`src/rtl/pattern_sequencer_if.sv`:
```
// pattern_sequencer_if: pattern-load, run-control and nucleotide-stream signals of the
// pattern sequencer. The controller side uses master and the sequencer uses slave.
// When PATSEQ_UNANCHORED_EN is defined, the interface also carries match_pos.
interface pattern_sequencer_if #(
    parameter int unsigned NW    = 2,
    parameter int unsigned PW    = 8,
    parameter int unsigned DEPTH = 16,
    parameter int unsigned LW    = 8
);
    localparam int unsigned AW = $clog2(DEPTH);

    logic          pat_we;
    logic [AW-1:0] pat_addr;
    logic [PW-1:0] pat_data;
    logic          start;
    logic [NW-1:0] nuc;
    logic          nuc_valid;
    logic          nuc_ready;
    logic          busy;
    logic          done;
    logic          matched;
    logic          error;
    logic [LW-1:0] match_len;
`ifdef PATSEQ_UNANCHORED_EN
    logic [LW-1:0] match_pos;
`endif

    modport master (
        output pat_we, pat_addr, pat_data, start, nuc, nuc_valid,
        input  nuc_ready, busy, done, matched, error,
`ifdef PATSEQ_UNANCHORED_EN
        input  match_pos,
`endif
        input  match_len
    );

    modport slave (
        input  pat_we, pat_addr, pat_data, start, nuc, nuc_valid,
        output nuc_ready, busy, done, matched, error,
`ifdef PATSEQ_UNANCHORED_EN
        output match_pos,
`endif
        output match_len
    );
endinterface

```
`src/rtl/pattern_sequencer.sv`:
```
// pattern_sequencer: executes a small pattern program held in an internal register file
// against a valid/ready nucleotide stream. It reports a match, no-match or error verdict
// and the number of nucleotides consumed.
// Optional feature macro: PATSEQ_UNANCHORED_EN. When it is defined, a mismatch restarts the
// program at pc=0 instead of failing, and match_pos reports where the last attempt began.
module pattern_sequencer #(
    parameter int unsigned NW    = 2,
    parameter int unsigned PW    = 8,
    parameter int unsigned DEPTH = 16,
    parameter int unsigned LW    = 8
) (
    input  logic               clock,
    input  logic               reset_L,
    pattern_sequencer_if.slave bus
);
    localparam int unsigned   AW     = $clog2(DEPTH);
    // pc carries one extra bit so that running off the end of the program can be detected
    localparam logic [AW:0]   PcEnd  = (AW+1)'(DEPTH);
    localparam logic [LW-1:0] LenMax = '1;

    typedef enum logic [1:0] {StIdle, StExec, StRepeat, StDone} state_e;

    state_e        r_state, w_state_nxt;
    logic [AW:0]   r_pc, w_pc_nxt;
    logic [4:0]    r_cnt, w_cnt_nxt;
    logic          r_upto, w_upto_nxt;
    logic [LW-1:0] r_len, w_len_nxt;
    logic          r_done, w_done_nxt;
    logic          r_matched, w_matched_nxt;
    logic          r_error, w_error_nxt;
    logic [PW-1:0] r_mem [DEPTH];
`ifdef PATSEQ_UNANCHORED_EN
    logic [LW-1:0] r_total, w_total_nxt;
    logic [LW-1:0] r_pos, w_pos_nxt;
`endif

    logic          w_busy, w_ready, w_hit, w_mismatch, w_err;
    logic [AW:0]   w_pc1, w_pc2, w_pc3;
    logic [PW-1:0] w_op0, w_op1, w_op2, w_op3;
    logic          w_in0, w_in1, w_in2, w_in3;
    logic          w_alt3, w_alt_ok, w_alt_hit;
    logic          w_cls_upto;

    function automatic logic lit_ok(input logic [3:0] k);
        return (32'(k) >> NW) == 32'd0;
    endfunction

    function automatic logic is_lit(input logic [7:0] op);
        return (op[7:4] == 4'h1) && lit_ok(op[3:0]);
    endfunction

    function automatic logic is_elem(input logic [7:0] op);
        return (op == 8'h20) || is_lit(op);
    endfunction

    // Only meaningful when op is a legal LIT or ANY
    function automatic logic elem_hit(input logic [7:0] op, input logic [NW-1:0] n);
        return (op == 8'h20) || (n == op[NW-1:0]);
    endfunction

    function automatic logic [LW-1:0] sat_inc(input logic [LW-1:0] v);
        return (v == LenMax) ? v : v + LW'(1);
    endfunction

    assign w_pc1  = r_pc + (AW+1)'(1);
    assign w_pc2  = r_pc + (AW+1)'(2);
    assign w_pc3  = r_pc + (AW+1)'(3);
    assign w_in0  = (r_pc < PcEnd);
    assign w_in1  = (w_pc1 < PcEnd);
    assign w_in2  = (w_pc2 < PcEnd);
    assign w_in3  = (w_pc3 < PcEnd);
    assign w_op0  = r_mem[r_pc[AW-1:0]];
    assign w_op1  = r_mem[w_pc1[AW-1:0]];
    assign w_op2  = r_mem[w_pc2[AW-1:0]];
    assign w_op3  = r_mem[w_pc3[AW-1:0]];

    assign w_cls_upto = (w_op0[7:4] == 4'h3);
    assign w_alt3     = (w_op0 == 8'h22);
    assign w_alt_ok   = w_in1 && w_in2 && is_lit(w_op1) && is_lit(w_op2) &&
                        (!w_alt3 || (w_in3 && is_lit(w_op3)));
    assign w_alt_hit  = elem_hit(w_op1, bus.nuc) || elem_hit(w_op2, bus.nuc) ||
                        (w_alt3 && elem_hit(w_op3, bus.nuc));

    assign w_busy        = (r_state == StExec) || (r_state == StRepeat);
    assign bus.busy      = w_busy;
    assign bus.nuc_ready = w_ready;
    assign bus.done      = r_done;
    assign bus.matched   = r_matched;
    assign bus.error     = r_error;
    assign bus.match_len = r_len;
`ifdef PATSEQ_UNANCHORED_EN
    assign bus.match_pos = r_pos;
`endif

    // Pattern memory: written only while idle, never cleared by reset
    always_ff @(posedge clock) begin
        if (bus.pat_we && !w_busy) begin
            r_mem[bus.pat_addr] <= bus.pat_data;
        end
    end

    // Control state and verdict registers
    always_ff @(posedge clock) begin
        if (!reset_L) begin
            r_state   <= StIdle;
            r_pc      <= '0;
            r_cnt     <= '0;
            r_upto    <= 1'b0;
            r_len     <= '0;
            r_done    <= 1'b0;
            r_matched <= 1'b0;
            r_error   <= 1'b0;
`ifdef PATSEQ_UNANCHORED_EN
            r_total   <= '0;
            r_pos     <= '0;
`endif
        end else begin
            r_state   <= w_state_nxt;
            r_pc      <= w_pc_nxt;
            r_cnt     <= w_cnt_nxt;
            r_upto    <= w_upto_nxt;
            r_len     <= w_len_nxt;
            r_done    <= w_done_nxt;
            r_matched <= w_matched_nxt;
            r_error   <= w_error_nxt;
`ifdef PATSEQ_UNANCHORED_EN
            r_total   <= w_total_nxt;
            r_pos     <= w_pos_nxt;
`endif
        end
    end

    // Next-state decode: one program element per cycle, at most one nucleotide consumed
    always_comb begin
        w_state_nxt   = r_state;
        w_pc_nxt      = r_pc;
        w_cnt_nxt     = r_cnt;
        w_upto_nxt    = r_upto;
        w_len_nxt     = r_len;
        w_done_nxt    = r_done;
        w_matched_nxt = r_matched;
        w_error_nxt   = r_error;
`ifdef PATSEQ_UNANCHORED_EN
        w_total_nxt   = r_total;
        w_pos_nxt     = r_pos;
`endif
        w_ready    = 1'b0;
        w_hit      = 1'b0;
        w_mismatch = 1'b0;
        w_err      = 1'b0;

        unique case (r_state)
            StIdle, StDone: begin
                if (bus.start) begin
                    w_state_nxt   = StExec;
                    w_pc_nxt      = '0;
                    w_cnt_nxt     = '0;
                    w_len_nxt     = '0;
                    w_done_nxt    = 1'b0;
                    w_matched_nxt = 1'b0;
                    w_error_nxt   = 1'b0;
`ifdef PATSEQ_UNANCHORED_EN
                    w_total_nxt   = '0;
                    w_pos_nxt     = '0;
`endif
                end
            end
            StExec: begin
                if (!w_in0) begin
                    w_err = 1'b1;
                end else if (w_op0 == 8'h00) begin
                    w_state_nxt   = StDone;
                    w_done_nxt    = 1'b1;
                    w_matched_nxt = 1'b1;
                end else if ((w_op0[7:4] == 4'h0) || w_cls_upto) begin
                    // Repeat prefix: latch the count and hand the next element to StRepeat
                    w_upto_nxt  = w_cls_upto;
                    w_cnt_nxt   = w_cls_upto ? (5'd16 - {1'b0, w_op0[3:0]}) : {1'b0, w_op0[3:0]};
                    w_pc_nxt    = w_pc1;
                    w_state_nxt = StRepeat;
                end else if (is_elem(w_op0)) begin
                    if (bus.nuc_valid) begin
                        w_ready = 1'b1;
                        if (elem_hit(w_op0, bus.nuc)) begin
                            w_hit    = 1'b1;
                            w_pc_nxt = w_pc1;
                        end else begin
                            w_mismatch = 1'b1;
                        end
                    end
                end else if ((w_op0 == 8'h21) || w_alt3) begin
                    // Bad or out-of-range operands are a program error, reported without waiting
                    if (!w_alt_ok) begin
                        w_err = 1'b1;
                    end else if (bus.nuc_valid) begin
                        w_ready = 1'b1;
                        if (w_alt_hit) begin
                            w_hit    = 1'b1;
                            w_pc_nxt = w_alt3 ? (w_pc3 + (AW+1)'(1)) : w_pc3;
                        end else begin
                            w_mismatch = 1'b1;
                        end
                    end
                end else begin
                    w_err = 1'b1;
                end
            end
            StRepeat: begin
                if (!w_in0 || !is_elem(w_op0)) begin
                    w_err = 1'b1;
                end else if (bus.nuc_valid) begin
                    if (elem_hit(w_op0, bus.nuc)) begin
                        w_ready = 1'b1;
                        w_hit   = 1'b1;
                        if (r_cnt == 5'd1) begin
                            w_pc_nxt    = w_pc1;
                            w_cnt_nxt   = '0;
                            w_state_nxt = StExec;
                        end else begin
                            w_cnt_nxt = r_cnt - 5'd1;
                        end
                    end else if (r_upto) begin
                        // Greedy repeat stops here; the same nucleotide is retried by the next element
                        w_pc_nxt    = w_pc1;
                        w_cnt_nxt   = '0;
                        w_state_nxt = StExec;
                    end else begin
                        w_ready    = 1'b1;
                        w_mismatch = 1'b1;
                    end
                end
            end
            default: w_state_nxt = StIdle;
        endcase

        if (w_hit) begin
            w_len_nxt = sat_inc(r_len);
        end
`ifdef PATSEQ_UNANCHORED_EN
        if (w_ready) begin
            w_total_nxt = sat_inc(r_total);
        end
`endif
        if (w_mismatch) begin
`ifdef PATSEQ_UNANCHORED_EN
            // Drop the offending nucleotide and retry the whole program after it
            w_pc_nxt    = '0;
            w_cnt_nxt   = '0;
            w_len_nxt   = '0;
            w_pos_nxt   = sat_inc(r_total);
            w_state_nxt = StExec;
`else
            w_state_nxt   = StDone;
            w_done_nxt    = 1'b1;
            w_matched_nxt = 1'b0;
`endif
        end
        if (w_err) begin
            w_state_nxt   = StDone;
            w_done_nxt    = 1'b1;
            w_matched_nxt = 1'b0;
            w_error_nxt   = 1'b1;
        end
    end
endmodule

```
`src/flat_wrapper.sv`:
```
// flat-port wrapper written by rule: the top's interface ports become plain ports
module pattern_sequencer_flat 
#(
    parameter int unsigned NW    = 2,
    parameter int unsigned PW    = 8,
    parameter int unsigned DEPTH = 16,
    parameter int unsigned LW    = 8
)
  (clock, reset_L, bus_pat_we, bus_pat_addr, bus_pat_data, bus_start, bus_nuc, bus_nuc_valid, bus_nuc_ready, bus_busy, bus_done, bus_matched, bus_error, bus_match_len);
  pattern_sequencer_if #(.NW(NW), .PW(PW), .DEPTH(DEPTH), .LW(LW)) bus_i ();
  input  logic clock;
  input  logic reset_L;
  input wire logic [$bits(bus_i.pat_we)-1:0] bus_pat_we;
  input wire logic [$bits(bus_i.pat_addr)-1:0] bus_pat_addr;
  input wire logic [$bits(bus_i.pat_data)-1:0] bus_pat_data;
  input wire logic [$bits(bus_i.start)-1:0] bus_start;
  input wire logic [$bits(bus_i.nuc)-1:0] bus_nuc;
  input wire logic [$bits(bus_i.nuc_valid)-1:0] bus_nuc_valid;
  output wire logic [$bits(bus_i.nuc_ready)-1:0] bus_nuc_ready;
  output wire logic [$bits(bus_i.busy)-1:0] bus_busy;
  output wire logic [$bits(bus_i.done)-1:0] bus_done;
  output wire logic [$bits(bus_i.matched)-1:0] bus_matched;
  output wire logic [$bits(bus_i.error)-1:0] bus_error;
  output wire logic [$bits(bus_i.match_len)-1:0] bus_match_len;
  assign bus_i.pat_we = bus_pat_we;
  assign bus_i.pat_addr = bus_pat_addr;
  assign bus_i.pat_data = bus_pat_data;
  assign bus_i.start = bus_start;
  assign bus_i.nuc = bus_nuc;
  assign bus_i.nuc_valid = bus_nuc_valid;
  assign bus_nuc_ready = bus_i.nuc_ready;
  assign bus_busy = bus_i.busy;
  assign bus_done = bus_i.done;
  assign bus_matched = bus_i.matched;
  assign bus_error = bus_i.error;
  assign bus_match_len = bus_i.match_len;
  pattern_sequencer #(.NW(NW), .PW(PW), .DEPTH(DEPTH), .LW(LW)) u_core (.clock(clock), .reset_L(reset_L), .bus(bus_i));
endmodule
```
`config.mk`:
```
export PLATFORM = sky130hd
export DESIGN_NAME = pattern_sequencer_flat
export DESIGN_NICKNAME = d
export VERILOG_FILES = /design/src/rtl/pattern_sequencer_if.sv /design/src/rtl/pattern_sequencer.sv /design/src/flat_wrapper.sv
export SDC_FILE = /design/constraint.sdc
export NUM_CORES = 1
export LEC_CHECK = 0
export CAP_MARGIN = 20
export CORE_UTILIZATION = 34
export DETAILED_ROUTE_END_ITERATION = 16
export PLACE_DENSITY = 0.59
export SLEW_MARGIN = 20
export SYNTH_ARGS = -nofsm -noshare
export SYNTH_HDL_FRONTEND = slang
export SYNTH_SLANG_ARGS = --single-unit
```
`constraint.sdc`:
```
create_clock -name clock -period 10.71 [get_ports clock]
set_input_delay 2.142 -clock clock [delete_from_list [all_inputs] [get_ports clock]]
set_output_delay 2.142 -clock clock [all_outputs]
set_load 0.02 [all_outputs]
```
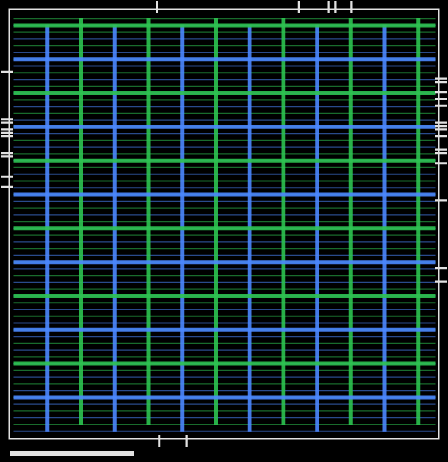
pdn.png
Scale bar: 50 µm. Pins as bars on the die edge.
- green: VDD
- blue: VSS
- met1 rails: 62
- signal pins: 32
- met5 straps: 12

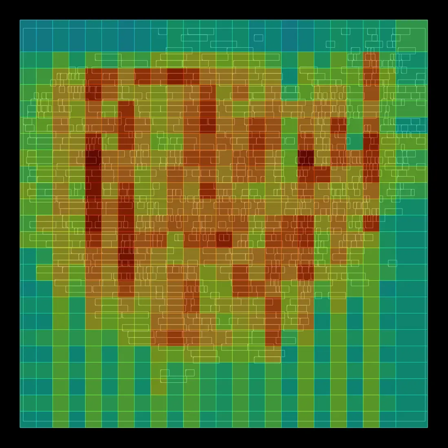
final_congestion.png
overall global routing resource usage: 20.1%
GR peak layer: met2
GR Util met2: 32.5%
WL/cell: 23.4 µm
met1 GRT Util: 28.2%

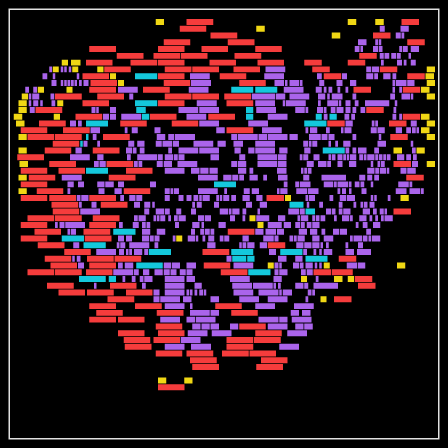
cell_classes.png
- red: flip-flops (cells 156; share of their area 41%)
- yellow: other buffers and delay cells (cells 52; share of their area 4.4%)
- cyan: clock drivers and dummy loads (cells 32; share of their area 5.7%)
- purple: all other logic (cells 605; share of their area 49%)

==> impl_metrics.yaml <==
# flow metrics
flow_run:
  max_cap_viol_count: 0
  tool_warnings: 33
routing:
  drc: 0
  vias: 7318
critical_path:
  startpoint_type: "register"
  slowest_delay_ns: 0.72
  r2r_slack_ns: 5.65
  worst_r2r_path_depth: 13
  path_class: "register to primary output"
  path_max_fanout: 53
  crit_arrival_ns: 5.17
layout:
  logic_area_um2: 5130
  antenna_cells: 0
  finalNetCount: 864
  area_share_nonclk_buffers_pct: 4.22
  signal_buffers: 52
  stdcell_count: 1223
synthesis:
  yosys-top-cells-area: "edfxtp_1 39%, mux4_2 16%, dfxtp_1 5.7%"
  ys_sh_xor_pct: 2.28
  ys_warn_count: 0
  syn-cell-area_um2: 9840
  logic_family: "multiplexers"
floorplan:
  die_y_um: 172
  core_um2: 28200
  tap_cells: 378
grt:
  use_met3_pct: 3.30
  antenna_found_initial: 0
min_path:
  worstHoldPathType: "register to register"
  hold_path_end: "u_core.bus.error"
sta:
  layout_min_cycle_time_ns: 7.32
power:
  total_power_mw: 2.00
  leakage_nw: 3.48
  power.share.combinational_pct: 32.9
clock_network:
  clockBufferDepth: 2
  cts_htree_levels: 4
status:
  status: "finished clean"
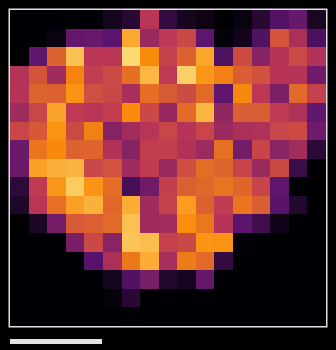
density.png
Scale bar: 50 µm. The die is cut into 17 by 17 equal tiles; black is low, pale yellow is high, 0 to 100% covered.
- nearly empty tiles: 27%
- densest ninth of the die: west
- mean over tiles: 36%
- tiles over 75% full: 9.7%

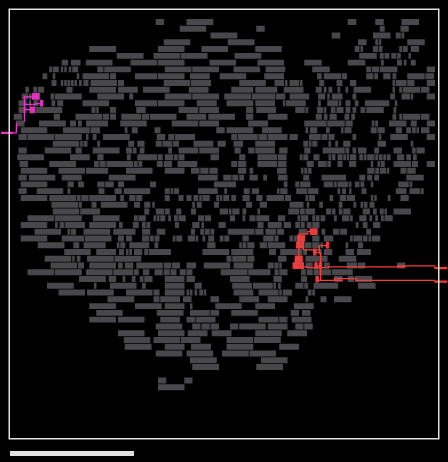
port_nets.png
Scale bar: 50 µm.
- magenta: bus_pat_we (bits 1; direction input; edge west; end cells 3; wire 30.3 µm)
- red: bus_nuc (bits 2; direction input; edge east; end cells 11; wire 168 µm)

Power and IR drop assume default switching activity.
